<file path="config.mk">
export PLATFORM = sky130hd
export DESIGN_NAME = inst_fetch_queue_flat
export DESIGN_NICKNAME = d
export VERILOG_FILES = /design/src/rtl/inst_fetch_queue_if.sv /design/src/rtl/inst_fetch_queue.sv /design/src/flat_wrapper.sv
export SDC_FILE = /design/constraint.sdc
export NUM_CORES = 1
export LEC_CHECK = 0
export ABC_AREA = 1
export CAP_MARGIN = 40
export CORE_MARGIN = 2
export CORE_UTILIZATION = 50
export CTS_BUF_LIST = sky130_fd_sc_hd__clkbuf_4
export CTS_CLUSTER_DIAMETER = 200
export DETAILED_ROUTE_END_ITERATION = 8
export PLACE_DENSITY = 0.72
export SYNTH_ARGS = -nofsm -noshare
export SYNTH_HDL_FRONTEND = slang
export SYNTH_SLANG_ARGS = --single-unit
</file>
<file path="constraint.sdc">
create_clock -name clk -period 6.05 [get_ports clk]
set_input_delay 1.21 -clock clk [delete_from_list [all_inputs] [get_ports clk]]
set_output_delay 1.21 -clock clk [all_outputs]
set_load 0.01 [all_outputs]
</file>
<file path="src/rtl/inst_fetch_queue_if.sv">
// Fetch-stage bundle: redirect/halt control, imem request/response, and the decode-facing queue head.
interface inst_fetch_queue_if #(
    parameter int ADDR_W = 32,
    parameter int INST_W = 32,
    parameter int DEPTH  = 4
);
    localparam int OCC_W = $clog2(DEPTH + 1);

    logic              pc_halt;
    logic              redirect_valid;
    logic [ADDR_W-1:0] redirect_pc;
    logic              imem_req_valid;
    logic              imem_req_ready;
    logic [ADDR_W-1:0] imem_addr;
    logic              imem_rsp_valid;
    logic [INST_W-1:0] imem_rdata;
    logic              inst_valid;
    logic              inst_ready;
    logic [INST_W-1:0] inst;
    logic [ADDR_W-1:0] inst_pc;
    logic [OCC_W-1:0]  occupancy;

    modport master (
        input  pc_halt, redirect_valid, redirect_pc, imem_req_ready,
        input  imem_rsp_valid, imem_rdata, inst_ready,
        output imem_req_valid, imem_addr, inst_valid, inst, inst_pc, occupancy
    );

    modport slave (
        output pc_halt, redirect_valid, redirect_pc, imem_req_ready,
        output imem_rsp_valid, imem_rdata, inst_ready,
        input  imem_req_valid, imem_addr, inst_valid, inst, inst_pc, occupancy
    );
endinterface

</file>
<file path="src/rtl/inst_fetch_queue.sv">
// Decoupled fetch: issues in-order imem requests and queues {pc, inst}; a response is visible at the head one cycle later.
// Backpressure via credits: requests stop once queued + outstanding reaches DEPTH; redirect flushes and squashes in-flight responses.
module inst_fetch_queue #(
    parameter int                ADDR_W   = 32,
    parameter int                INST_W   = 32,
    parameter int                DEPTH    = 4,
    parameter int                MAX_OUT  = 2,
    parameter logic [ADDR_W-1:0] RESET_PC = '0
) (
    input  logic               clk,
    input  logic               rst,
    inst_fetch_queue_if.master fq
);
    localparam int PTR_W = $clog2(DEPTH);
    localparam int CNT_W = $clog2(DEPTH + 1);
    localparam int CW1   = CNT_W + 1;
    localparam int OUT_W = $clog2(MAX_OUT + 1);

    typedef struct packed {
        logic [ADDR_W-1:0] pc;
        logic [INST_W-1:0] inst;
    } entry_t;

    logic [ADDR_W-1:0] fetch_pc_q, fetch_pc_d;
    logic [ADDR_W-1:0] resp_pc_q, resp_pc_d;
    logic [CNT_W-1:0]  count_q, count_d;
    logic [OUT_W-1:0]  out_q, out_d;
    logic [OUT_W-1:0]  disc_q, disc_d;
    logic [PTR_W-1:0]  head_q, head_d;
    logic [PTR_W-1:0]  tail_q, tail_d;
    logic              run_q;
    entry_t            mem_q [DEPTH];

    logic              req_vld, req_fire, rsp_take, enq, deq;
    logic [CW1-1:0]    credit_used;
    logic [ADDR_W-1:0] redir_pc;

    assign redir_pc    = fq.redirect_pc & ~ADDR_W'(3);
    assign credit_used = {1'b0, count_q} + CW1'(out_q);

    // run_q keeps the request line low while reset is held and for the first edge after release.
    assign req_vld  = run_q & ~fq.pc_halt & ~fq.redirect_valid
                    & (out_q < OUT_W'(MAX_OUT)) & (credit_used < CW1'(DEPTH));
    assign req_fire = req_vld & fq.imem_req_ready;
    assign rsp_take = fq.imem_rsp_valid & (out_q != '0);
    assign enq      = rsp_take & (disc_q == '0) & ~fq.redirect_valid;
    assign deq      = (count_q != '0) & fq.inst_ready & ~fq.redirect_valid;

    always_comb begin
        fetch_pc_d = fetch_pc_q;
        resp_pc_d  = resp_pc_q;
        head_d     = head_q;
        tail_d     = tail_q;
        disc_d     = disc_q;
        out_d      = out_q + OUT_W'(req_fire) - OUT_W'(rsp_take);
        count_d    = count_q + CNT_W'(enq) - CNT_W'(deq);
        if (req_fire)                 fetch_pc_d = fetch_pc_q + ADDR_W'(4);
        if (rsp_take && disc_q != '0) disc_d     = disc_q - OUT_W'(1);
        if (enq) begin
            tail_d    = tail_q + PTR_W'(1);
            resp_pc_d = resp_pc_q + ADDR_W'(4);
        end
        if (deq)                      head_d     = head_q + PTR_W'(1);
        // Every request still in flight after this cycle belongs to the old stream.
        if (fq.redirect_valid) begin
            fetch_pc_d = redir_pc;
            resp_pc_d  = redir_pc;
            count_d    = '0;
            tail_d     = head_q;
            disc_d     = out_q - OUT_W'(rsp_take);
        end
    end

    always_ff @(posedge clk or negedge rst) begin
        if (!rst) begin
            fetch_pc_q <= RESET_PC;
            resp_pc_q  <= RESET_PC;
            count_q    <= '0;
            out_q      <= '0;
            disc_q     <= '0;
            head_q     <= '0;
            tail_q     <= '0;
            run_q      <= 1'b0;
            for (int i = 0; i < DEPTH; i++) mem_q[i] <= '0;
        end else begin
            fetch_pc_q <= fetch_pc_d;
            resp_pc_q  <= resp_pc_d;
            count_q    <= count_d;
            out_q      <= out_d;
            disc_q     <= disc_d;
            head_q     <= head_d;
            tail_q     <= tail_d;
            run_q      <= 1'b1;
            if (enq) mem_q[tail_q] <= {resp_pc_q, fq.imem_rdata};
        end
    end

    assign fq.imem_req_valid = req_vld;
    assign fq.imem_addr      = fetch_pc_q;
    assign fq.inst_valid     = (count_q != '0);
    assign fq.inst           = mem_q[head_q].inst;
    assign fq.inst_pc        = mem_q[head_q].pc;
    assign fq.occupancy      = count_q;
endmodule

</file>
<file path="src/flat_wrapper.sv">
// flat-port wrapper written by rule: the top's interface ports become plain ports
module inst_fetch_queue_flat 
#(
    parameter int                ADDR_W   = 32,
    parameter int                INST_W   = 32,
    parameter int                DEPTH    = 4,
    parameter int                MAX_OUT  = 2,
    parameter logic [ADDR_W-1:0] RESET_PC = '0
)
  (clk, rst, fq_pc_halt, fq_redirect_valid, fq_redirect_pc, fq_imem_req_ready, fq_imem_rsp_valid, fq_imem_rdata, fq_inst_ready, fq_imem_req_valid, fq_imem_addr, fq_inst_valid, fq_inst, fq_inst_pc, fq_occupancy);
  inst_fetch_queue_if #(.ADDR_W(ADDR_W), .INST_W(INST_W), .DEPTH(DEPTH)) fq_i ();
  input  logic clk;
  input  logic rst;
  input wire logic [$bits(fq_i.pc_halt)-1:0] fq_pc_halt;
  input wire logic [$bits(fq_i.redirect_valid)-1:0] fq_redirect_valid;
  input wire logic [$bits(fq_i.redirect_pc)-1:0] fq_redirect_pc;
  input wire logic [$bits(fq_i.imem_req_ready)-1:0] fq_imem_req_ready;
  input wire logic [$bits(fq_i.imem_rsp_valid)-1:0] fq_imem_rsp_valid;
  input wire logic [$bits(fq_i.imem_rdata)-1:0] fq_imem_rdata;
  input wire logic [$bits(fq_i.inst_ready)-1:0] fq_inst_ready;
  output wire logic [$bits(fq_i.imem_req_valid)-1:0] fq_imem_req_valid;
  output wire logic [$bits(fq_i.imem_addr)-1:0] fq_imem_addr;
  output wire logic [$bits(fq_i.inst_valid)-1:0] fq_inst_valid;
  output wire logic [$bits(fq_i.inst)-1:0] fq_inst;
  output wire logic [$bits(fq_i.inst_pc)-1:0] fq_inst_pc;
  output wire logic [$bits(fq_i.occupancy)-1:0] fq_occupancy;
  assign fq_i.pc_halt = fq_pc_halt;
  assign fq_i.redirect_valid = fq_redirect_valid;
  assign fq_i.redirect_pc = fq_redirect_pc;
  assign fq_i.imem_req_ready = fq_imem_req_ready;
  assign fq_i.imem_rsp_valid = fq_imem_rsp_valid;
  assign fq_i.imem_rdata = fq_imem_rdata;
  assign fq_i.inst_ready = fq_inst_ready;
  assign fq_imem_req_valid = fq_i.imem_req_valid;
  assign fq_imem_addr = fq_i.imem_addr;
  assign fq_inst_valid = fq_i.inst_valid;
  assign fq_inst = fq_i.inst;
  assign fq_inst_pc = fq_i.inst_pc;
  assign fq_occupancy = fq_i.occupancy;
  inst_fetch_queue #(.ADDR_W(ADDR_W), .INST_W(INST_W), .DEPTH(DEPTH), .MAX_OUT(MAX_OUT), .RESET_PC(RESET_PC)) u_core (.clk(clk), .rst(rst), .fq(fq_i));
endmodule
</file>
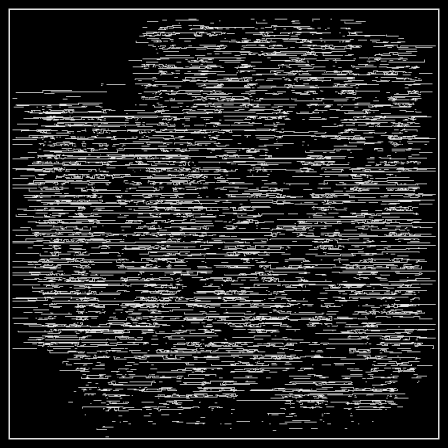
(M1 wires)
The longest straight run is 48.3 um. The layer holds 45% of the routed length.
final wirelength: 40800 um
met1 Use GR: 34.8%
routed via count: 14200

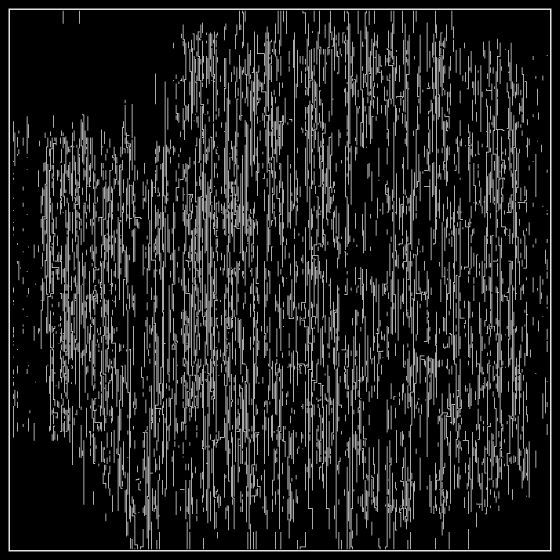
(metal 2)
1721 nets have wire on it. The layer carries 18600 um of wire. The wires run mostly vertical.
grt met2 use: 39.8%

==> metrics.cfg <==
[worst_setup_path]
cp_data_required_time_ps=4840
timing.rr.start=u_core.fq.occupancy[1]
critPathLaunchType=flop
path_max_fanout=66
criticalPathCategory=flop to primary output
r2r_cells=9
cp-end-kind=primary output
arrival_ps=3360
rr_endpoint=u_core.fq.imem_addr[26]

[floorplanning]
die_h_um=180
dieWidth_um=180
ioPinCount=172
initCoreUtil_pct=50.7
die-area_sq_mm=0.0325
rows=64
core_area_sq_mm=0.0306

[synth]
synth_area_sq_mm=0.0155
syn_inst=1965
synth_top_flop_cell=dfrtp_1
syn_avg_cell_area_sq_um=7.90
edf_count=0
synthTopCellsByCount=nand2_1, o21ai_0, dfrtp_1
yosys-top-cells-area=dfrtp_1, nand2_1, o21ai_0
synth_flops=320
ys_cells=1965
yosysTopAreaCell=dfrtp_1
synth-seq-area-share_pct=51.6
ys_area_sq_mm=0.0155
yosysWarnings=0
async_flop_share_pct=100

[detailed_routing]
drtPass1Iterations=5
ant_nets=0
via_per_inst=5.47

[worst_hold_path]
min_to=u_core.mem_q[167]
whs_path_depth=2
hold_path_class=flop to flop
holdCritStartpoint=u_core.mem_q[167]

[sta]
hold_viol=0
clock_skew_ps=41.1
final-max-slew-violation-count=0
rsz0062_at_grt=no
setup-tns-final_ps=0
fmax_mhz=219
fin_ws_ps=1480
maxSlewHeadroom_pct=41.0
min_period_over_period_pct=75.5
setup-violations-final=0

[job]
maxCapViolations=0
warning_count=36

[power]
vdd_ir_drop_max_v=0.000259
power_density_mw_per_mm2=482
p_total_mw=8.87
power_leakage_nw=8.66

[clocking]
cts.sinks=320
holdBufCountCts=0
cts_tree=yes
clk_pin_slew_ps=60
clock_latency_ps=690
cts_root_buffer=clkbuf_4
cts_resized=0
cts_buffers=86

[finish]
nNetsFinal=2209
synthToLayoutAreaGrowth_pct=18.7
drive_above_1_share_pct=7.85
final_cells=2587

[grt]
antenna_found_initial=1
grt_pass1_wl_um=67700
grt_pass1_vias=13600

[placed_design]
port_buffers=165
numPlacedInstances=2433
pre_cts_ws_ps=1820

[outcome]
outcome=complete, no violations

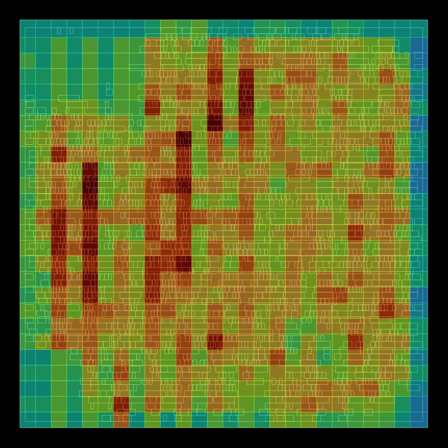
(routing congestion map)
GRT Total Usage: 25.0%
post-DR wirelength/cell: 15.8 um
GRT busiest layer: met2
met3 usage in global routing: 3.88%
Util after Layout: 60.2%

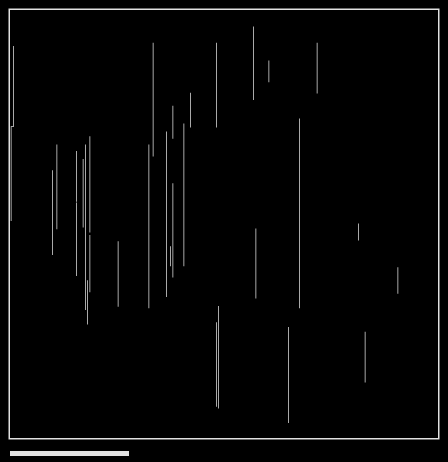
(signal wires on met4)
The bar under the picture is 50 um long.
26 nets have wire on it. The layer carries 1090 um of wire. The wires run mostly vertical.

-- logic make-up (layout without fill, tap and decap cells) --
group                    after synthesis  in the layout  synth area share, %
AND/OR/NAND/NOR                      832            832                 21.4
AND-OR/OR-AND                        522            522                 17.8
flip-flops                           320            320                 51.6
buffers and inverters                263            485                 7.30
adder cells (fa/ha/maj)               13             13                 1.10
XOR/XNOR                              13             13                0.734
other                                  2              6               0.0484
-- per-stage QoR --
stage          instance area (sq um)  util [%]  hold slack (ps)
2_1_floorplan                  15500         -              448
3_3_place_gp                   17300      56.6              459
3_5_place_dp                   17300      56.6              467
4_1_cts                        18400      60.2              482
5_1_grt                        18400      60.2              499
6_report                       18400      60.2              479
-- worst max-delay path, cell delays in order (launching register included) --
cell and delay [ps]:
dfrtp_4 670, clkinv_2 400, buf_12 250, buf_12 310
o21ai_0 130, o22ai_1 270, clkdlybuf4s50_1 600
-- worst max-delay path by stage --
| stage | from | to | slack (ps) | depth (start not counted) |
|---|---|---|---|---|
| 6_report | u_core.head_q[0] | fq_inst_pc[11] | 1480 | 6 |
| 5_1_grt | u_core.head_q[0] | fq_inst_pc[19] | 1240 | 6 |
| 3_3_place_gp | fq_redirect_valid | fq_imem_req_valid | 1850 | 5 |
| 4_1_cts | u_core.head_q[0] | fq_inst_pc[11] | 1390 | 6 |
| 2_1_floorplan | fq_redirect_valid | fq_imem_req_valid | 3290 | 3 |
| 3_5_place_dp | fq_redirect_valid | fq_imem_req_valid | 1820 | 5 |
-- power by group --
group / switching (mW) / leakage [nW] / internal (mW)
Combinational: 1.94 / 3.88 / 1.57
Sequential: 0.515 / 4.12 / 2.92
Clock: 0.902 / 0.654 / 1.02
Total: 3.35 / 8.66 / 5.52
-- area by class of cell --
| cell class | count | area, sq um |
|---|---|---|
| Clock inverter | 30 | 179 |
| Timing Repair Buffer | 184 | 1850 |
| Clock buffer | 123 | 923 |
| Tap cell | 396 | 495 |
| Sequential cell | 320 | 8010 |
| Inverter | 148 | 559 |
| Antenna cell | 1 | 2.50 |
| Fill cell | 2783 | 12200 |
| Multi-Input combinational cell | 1385 | 6400 |
-- state kept, by name (all words and copies together) (netlist names) --
register             flops
u_core.fq.imem_addr     30
u_core.head_q            2
u_core.out_q             2
u_core.run_q             1
u_core.disc_q            2
u_core.fq.occupancy      3
u_core.mem_q           248
u_core.tail_q            2
u_core.resp_pc_q        30
-- cell usage in the layout, fill, tap and decap left out, drive strengths merged, types with 5 or more instances in the layout --
cell           Yosys  final
a21oi             28     28
a31oi             10     10
buf               50     20
clkbuf            65    123
clkdlybuf4s50      0    164
clkinv             1     27
conb               2      5
dfrtp            320    320
ha                12     12
inv              147    148
nand2            485    485
nand3             83     83
nand4             11     11
nor2             242    242
nor3               7      7
o211ai             7      7
o21ai            405    405
o22ai             62     62
xor2              12     12
-- routing by layer --
| layer | routed length, um | share of wire (%) | up-vias |
|---|---|---|---|
| li1 | - | - | 6831 |
| met1 | 18500 | 45 | 6741 |
| met2 | 18600 | 46 | 518 |
| met3 | 2600 | 6.4 | 73 |
| met4 | 1090 | 2.7 | 0 |
| met5 | 0 | 0 | - |
Power and IR drop assume default switching activity.
